## src/rtl/spi_flash_pkg.sv

```systemverilog
// Shared constants for the SPI NOR flash sequencer: opcodes, status bit
// position, the sequencer state encoding and byte-select helpers.
package spi_flash_pkg;

   localparam logic [7:0] OP_WREN = 8'h06;
   localparam logic [7:0] OP_READ = 8'h03;
   localparam logic [7:0] OP_PP   = 8'h02;
   localparam logic [7:0] OP_RDSR = 8'h05;

   // Write-in-progress flag inside the flash status register
   localparam int STATUS_WIP = 0;

   typedef enum logic [3:0] {
      ST_IDLE,
      ST_WREN,
      ST_GAP1,
      ST_CMD,
      ST_ADDR,
      ST_DATA,
      ST_GAP2,
      ST_POLL,
      ST_DONE
   } state_t;

   // Address byte idx (0 = most significant) of a 3-byte flash address
   function automatic logic [7:0] addr_byte(input logic [23:0] a, input logic [1:0] idx);
      logic [7:0] b;
      case (idx)
         2'd0:    b = a[23:16];
         2'd1:    b = a[15:8];
         default: b = a[7:0];
      endcase
      return b;
   endfunction

   // Data byte idx (0 = most significant) of a 32-bit word
   function automatic logic [7:0] data_byte(input logic [31:0] w, input logic [1:0] idx);
      logic [7:0] b;
      case (idx)
         2'd0:    b = w[31:24];
         2'd1:    b = w[23:16];
         2'd2:    b = w[15:8];
         default: b = w[7:0];
      endcase
      return b;
   endfunction

endpackage

```

## src/rtl/spi_rr_arbiter.sv

```systemverilog
// Two-requester round-robin arbiter. The pointer remembers the port granted
// last; on contention the other port wins. Out of reset port 0 is favoured.
module spi_rr_arbiter (
   input  logic       clk,
   input  logic       rst,
   input  logic [1:0] req,
   input  logic       en,
   output logic       grant,
   output logic       grant_valid
);

   logic last_reg;

   // Pick the winner: sole requester, or the port not granted last time
   always_comb begin
      grant_valid = en & (req[0] | req[1]);
      grant       = 1'b0;
      if (req[0] && req[1]) begin
         grant = ~last_reg;
      end else begin
         grant = req[1];
      end
   end

   // Remember the most recently granted port
   always_ff @(posedge clk or posedge rst) begin
      if (rst) begin
         last_reg <= 1'b1;
      end else if (grant_valid) begin
         last_reg <= grant;
      end
   end

endmodule

```

## src/rtl/spi_flash_arbiter_seq.sv

```systemverilog
// Shares one SPI NOR flash byte lane between two requesters. Arbitrates
// round-robin in IDLE, then runs a complete READ or WREN/PP/RDSR-poll
// transaction on the 8-bit parallel lane, one byte per clock.
module spi_flash_arbiter_seq
   import spi_flash_pkg::*;
#(
   parameter int ADDR_W   = 24,
   parameter int GAP_CYC  = 2,
   parameter int POLL_MAX = 1024
) (
   input  logic              p_clk,
   input  logic              p_rst,
   input  logic              req0,
   input  logic              we0,
   input  logic [ADDR_W-1:0] addr0,
   input  logic [31:0]       wdata0,
   output logic              ack0,
   output logic              err0,
   output logic [31:0]       rdata0,
   input  logic              req1,
   input  logic              we1,
   input  logic [ADDR_W-1:0] addr1,
   input  logic [31:0]       wdata1,
   output logic              ack1,
   output logic              err1,
   output logic [31:0]       rdata1,
   output logic              s_css,
   output logic [7:0]        s_mosi,
   input  logic [7:0]        s_miso
);

   localparam int GAP_W  = $clog2(GAP_CYC + 1);
   localparam int POLL_W = $clog2(POLL_MAX + 1);

   state_t              state_reg;
   logic                port_reg;
   logic                we_reg;
   logic [23:0]         addr_reg;
   logic [31:0]         wdata_reg;
   logic [2:0]          byte_cnt_reg;
   logic [GAP_W-1:0]    gap_cnt_reg;
   logic [POLL_W-1:0]   poll_cnt_reg;
   logic                poll_op_reg;
   logic [23:0]         rx_reg;
   logic                css_reg;
   logic [7:0]          mosi_reg;
   logic                ack0_reg;
   logic                ack1_reg;
   logic                err0_reg;
   logic                err1_reg;
   logic [31:0]         rdata0_reg;
   logic [31:0]         rdata1_reg;

   logic                gnt;
   logic                gnt_valid;
   logic                sel_we;
   logic [ADDR_W-1:0]   sel_addr;
   logic [31:0]         sel_wdata;

   spi_rr_arbiter u_arb (
      .clk         (p_clk),
      .rst         (p_rst),
      .req         ({req1, req0}),
      .en          (state_reg == ST_IDLE),
      .grant       (gnt),
      .grant_valid (gnt_valid)
   );

   // Winner's command fields, captured into the sequencer at grant
   always_comb begin
      sel_we    = gnt ? we1    : we0;
      sel_addr  = gnt ? addr1  : addr0;
      sel_wdata = gnt ? wdata1 : wdata0;
   end

   // Sequencer: every lane output is registered and set on the transition
   // into the state that owns it
   always_ff @(posedge p_clk or posedge p_rst) begin
      if (p_rst) begin
         state_reg    <= ST_IDLE;
         port_reg     <= 1'b0;
         we_reg       <= 1'b0;
         addr_reg     <= '0;
         wdata_reg    <= '0;
         byte_cnt_reg <= '0;
         gap_cnt_reg  <= '0;
         poll_cnt_reg <= '0;
         poll_op_reg  <= 1'b0;
         rx_reg       <= '0;
         css_reg      <= 1'b1;
         mosi_reg     <= 8'h00;
         ack0_reg     <= 1'b0;
         ack1_reg     <= 1'b0;
         err0_reg     <= 1'b0;
         err1_reg     <= 1'b0;
         rdata0_reg   <= '0;
         rdata1_reg   <= '0;
      end else begin
         // ack/err are single-cycle pulses raised only on entry to DONE
         ack0_reg <= 1'b0;
         ack1_reg <= 1'b0;
         err0_reg <= 1'b0;
         err1_reg <= 1'b0;
         case (state_reg)
            ST_IDLE: begin
               css_reg  <= 1'b1;
               mosi_reg <= 8'h00;
               if (gnt_valid) begin
                  port_reg     <= gnt;
                  we_reg       <= sel_we;
                  addr_reg     <= 24'(sel_addr);
                  wdata_reg    <= sel_wdata;
                  byte_cnt_reg <= '0;
                  css_reg      <= 1'b0;
                  if (sel_we) begin
                     state_reg <= ST_WREN;
                     mosi_reg  <= OP_WREN;
                  end else begin
                     state_reg <= ST_CMD;
                     mosi_reg  <= OP_READ;
                  end
               end
            end
            ST_WREN: begin
               state_reg   <= ST_GAP1;
               css_reg     <= 1'b1;
               mosi_reg    <= 8'h00;
               gap_cnt_reg <= '0;
            end
            ST_GAP1: begin
               if (gap_cnt_reg == GAP_W'(GAP_CYC - 1)) begin
                  state_reg <= ST_CMD;
                  css_reg   <= 1'b0;
                  mosi_reg  <= OP_PP;
               end else begin
                  gap_cnt_reg <= gap_cnt_reg + 1'b1;
               end
            end
            ST_CMD: begin
               state_reg    <= ST_ADDR;
               byte_cnt_reg <= '0;
               mosi_reg     <= addr_byte(addr_reg, 2'd0);
            end
            ST_ADDR: begin
               if (byte_cnt_reg == 3'd2) begin
                  state_reg    <= ST_DATA;
                  byte_cnt_reg <= '0;
                  mosi_reg     <= we_reg ? data_byte(wdata_reg, 2'd0) : 8'h00;
               end else begin
                  byte_cnt_reg <= byte_cnt_reg + 3'd1;
                  mosi_reg     <= addr_byte(addr_reg, byte_cnt_reg[1:0] + 2'd1);
               end
            end
            ST_DATA: begin
               // Read bytes arrive MSB first; keep the first three
               rx_reg <= {rx_reg[15:0], s_miso};
               if (byte_cnt_reg == 3'd3) begin
                  css_reg  <= 1'b1;
                  mosi_reg <= 8'h00;
                  if (we_reg) begin
                     state_reg   <= ST_GAP2;
                     gap_cnt_reg <= '0;
                  end else begin
                     state_reg <= ST_DONE;
                     if (port_reg) begin
                        ack1_reg   <= 1'b1;
                        rdata1_reg <= {rx_reg, s_miso};
                     end else begin
                        ack0_reg   <= 1'b1;
                        rdata0_reg <= {rx_reg, s_miso};
                     end
                  end
               end else begin
                  byte_cnt_reg <= byte_cnt_reg + 3'd1;
                  mosi_reg     <= we_reg ? data_byte(wdata_reg, byte_cnt_reg[1:0] + 2'd1) : 8'h00;
               end
            end
            ST_GAP2: begin
               if (gap_cnt_reg == GAP_W'(GAP_CYC - 1)) begin
                  state_reg    <= ST_POLL;
                  css_reg      <= 1'b0;
                  mosi_reg     <= OP_RDSR;
                  poll_op_reg  <= 1'b1;
                  poll_cnt_reg <= '0;
               end else begin
                  gap_cnt_reg <= gap_cnt_reg + 1'b1;
               end
            end
            ST_POLL: begin
               mosi_reg <= 8'h00;
               if (poll_op_reg) begin
                  // Opcode cycle: no status byte yet
                  poll_op_reg <= 1'b0;
               end else begin
                  if (poll_cnt_reg != POLL_W'(POLL_MAX)) begin
                     poll_cnt_reg <= poll_cnt_reg + 1'b1;
                  end
                  if (!s_miso[STATUS_WIP] || (poll_cnt_reg == POLL_W'(POLL_MAX - 1))) begin
                     state_reg <= ST_DONE;
                     css_reg   <= 1'b1;
                     if (port_reg) begin
                        ack1_reg <= 1'b1;
                        err1_reg <= s_miso[STATUS_WIP];
                     end else begin
                        ack0_reg <= 1'b1;
                        err0_reg <= s_miso[STATUS_WIP];
                     end
                  end
               end
            end
            ST_DONE: begin
               state_reg <= ST_IDLE;
               css_reg   <= 1'b1;
               mosi_reg  <= 8'h00;
            end
            default: begin
               state_reg <= ST_IDLE;
               css_reg   <= 1'b1;
               mosi_reg  <= 8'h00;
            end
         endcase
      end
   end

   assign s_css  = css_reg;
   assign s_mosi = mosi_reg;
   assign ack0   = ack0_reg;
   assign ack1   = ack1_reg;
   assign err0   = err0_reg;
   assign err1   = err1_reg;
   assign rdata0 = rdata0_reg;
   assign rdata1 = rdata1_reg;

endmodule

```

## config.mk

```make
export PLATFORM = sky130hd
export DESIGN_NAME = spi_flash_arbiter_seq
export DESIGN_NICKNAME = d
export VERILOG_FILES = /design/src/rtl/spi_flash_pkg.sv /design/src/rtl/spi_rr_arbiter.sv /design/src/rtl/spi_flash_arbiter_seq.sv
export SDC_FILE = /design/constraint.sdc
export NUM_CORES = 1
export LEC_CHECK = 0
export CAP_MARGIN = 20
export CORE_MARGIN = 1
export CORE_UTILIZATION = 60
export DETAILED_ROUTE_END_ITERATION = 8
export DONT_BUFFER_PORTS = 1
export PLACE_DENSITY = 0.8
export SLEW_MARGIN = 20
export SYNTH_ARGS = -nofsm -noshare
export SYNTH_HDL_FRONTEND = slang
export SYNTH_SLANG_ARGS = --single-unit
```

## constraint.sdc

```tcl
create_clock -name p_clk -period 9.6 [get_ports p_clk]
set_clock_uncertainty 0.05 [all_clocks]
set_input_delay 2.88 -clock p_clk [delete_from_list [all_inputs] [get_ports p_clk]]
set_output_delay 2.88 -clock p_clk [all_outputs]
set_load 0.005 [all_outputs]
```

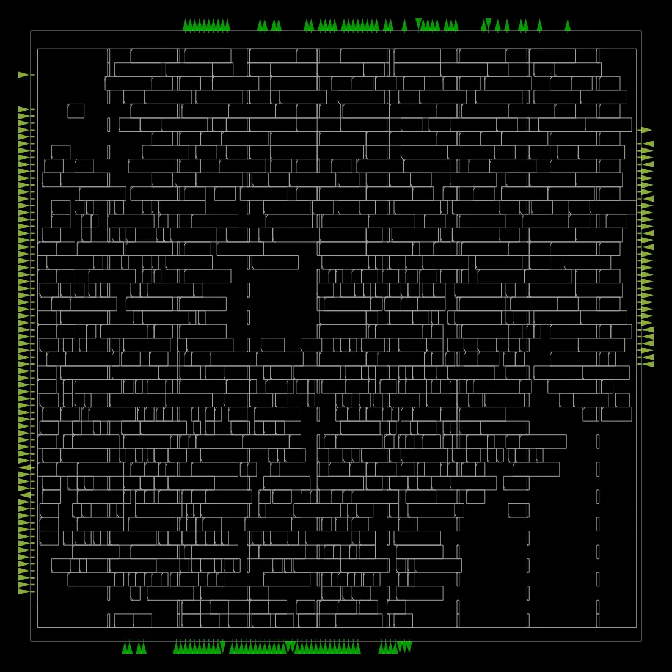
(cell outlines without signal wires)
Layout Cells excl Fill: 885
Seq area share: 0.500

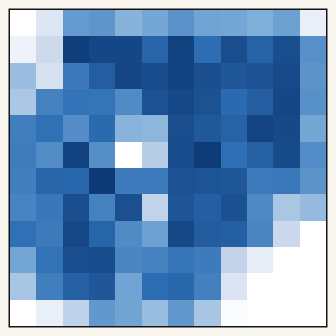
(cell density map)
The die is cut into 12 by 12 equal tiles; white is low, dark blue is high, 0 to 100% covered.
fullest tile	96%
mean over tiles	61%
tiles over 75% full	40%
nearly empty tiles	9.0%
emptiest ninth of the die	south-east

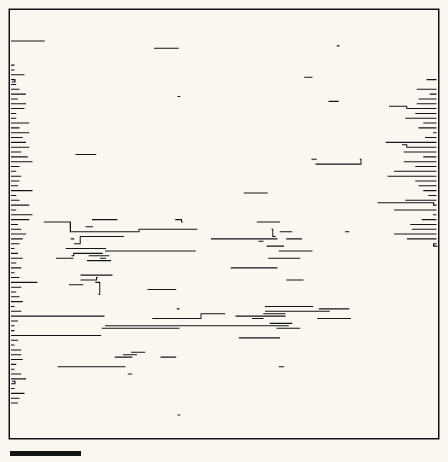
(signal wires on met3)
Scale bar: 20 um.
main direction	horizontal
wire length on this layer	974 um
Vias: 5544
WL final: 18300 um
M3 GR Usage: 0.0557

==> reports/summary.txt <==
Status - completed
CP startpoint kind - input pin
Final GP Congestion - 0.859
Highest Signal Layer - met4
Adder share - 0.0133
Synthesized area - 8440 sq um
Avg Inst Size Synth - 11.8 sq um
Setup slack after layout - 5.17 ns
Metal1 wirelength - 7830 um
Drt drc - 0
Io pins - 203
Final core utilization - 0.671
Rows - 42
Post-DP HPWL - 12900 um
Postcts setup bufs - 0
Die Y - 121 um
Wire per inst - 20.7 um
Clock power share - 0.259
Combinational gate area - 3620 sq um
Overall Global Routing Usage - 0.265
Hold Crit Depth - 2
Cell with the most instances after synthesis - dfrtp_1
Logic inverters - 14
Final Slew Violations - 0
Top Usage Layer GRT - met2
CP Cell Sequence - a21boi_4, buf_4, mux2i_1, nor3_1, a2111oi_0, mux2_1
Area leader share - 0.531
Grt ovf - 0
DR iter-0 viols - 425
Post-Synth AOI/OAI Area - 0.102
P_comb - 0.000757 W
Worst Setup Path Type - in2reg
Die X - 121 um
HP Start - addr_reg[2]
Crit path time final - 4.43 ns
Register Area - 4530 sq um
Leak pwr - 4.26 nW
Post-synthesis cell count - 715
P_seq - 0.00120 W
Flip-flops with a built-in enable - 0
Reg clk slew, reported paths - 0.07 ns
Worst-Margin Slew - 1.12 ns
Hold_ws - 0.434 ns
Met2 Use GR - 0.438
Starting density of the core - 0.625
Crit path max-delay family - buffers and inverters
Synth Seq Share - 0.537
Vias in the first global route - 5535
Crit path capture - state_reg[1]
Cell type with the largest total area - dfrtp_1
Levels on crit path - 6
Remaining antenna violation count - 0
Max Root-Sink Buffers - 2
Syn nets - 850
CTS resizes - 0
Taps Inserted - 176
Max frequency - 226 MHz
Combinational share of cell area - 0.400
Critical Path End Type - register
Ant diodes - 0
HP Class - reg2reg
Port Buffers - 0
Layout Area Growth over Synthesis - 7.34%
Flop pwr share - 0.454
Clock buf/inv share - 0.0651
CP max FO - 59
Antenna violations before repair - 0
Crit path DAT - 4.74 ns
Largest cell class - flip-flops and latches
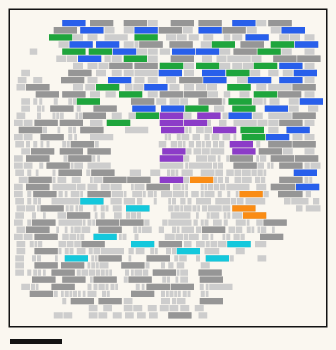
(sequential cells colored by netlist name)
Scale bar: 20 um.
color	netlist name	flops
blue	rdata1	32
orange	state_reg	4
purple	poll_cnt_reg	11
cyan	s_mosi	8
green	rx_reg	24

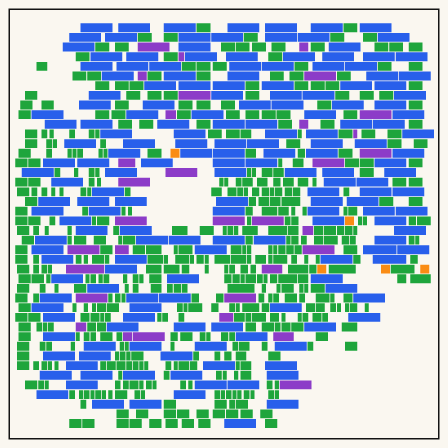
(cells colored by class)
color	class	cells
blue	sequential cells	181
green	remaining logic cells	491
purple	clock drivers and dummy loads	32
orange	remaining buffers and delay cells	5

Power and IR drop assume default switching activity.
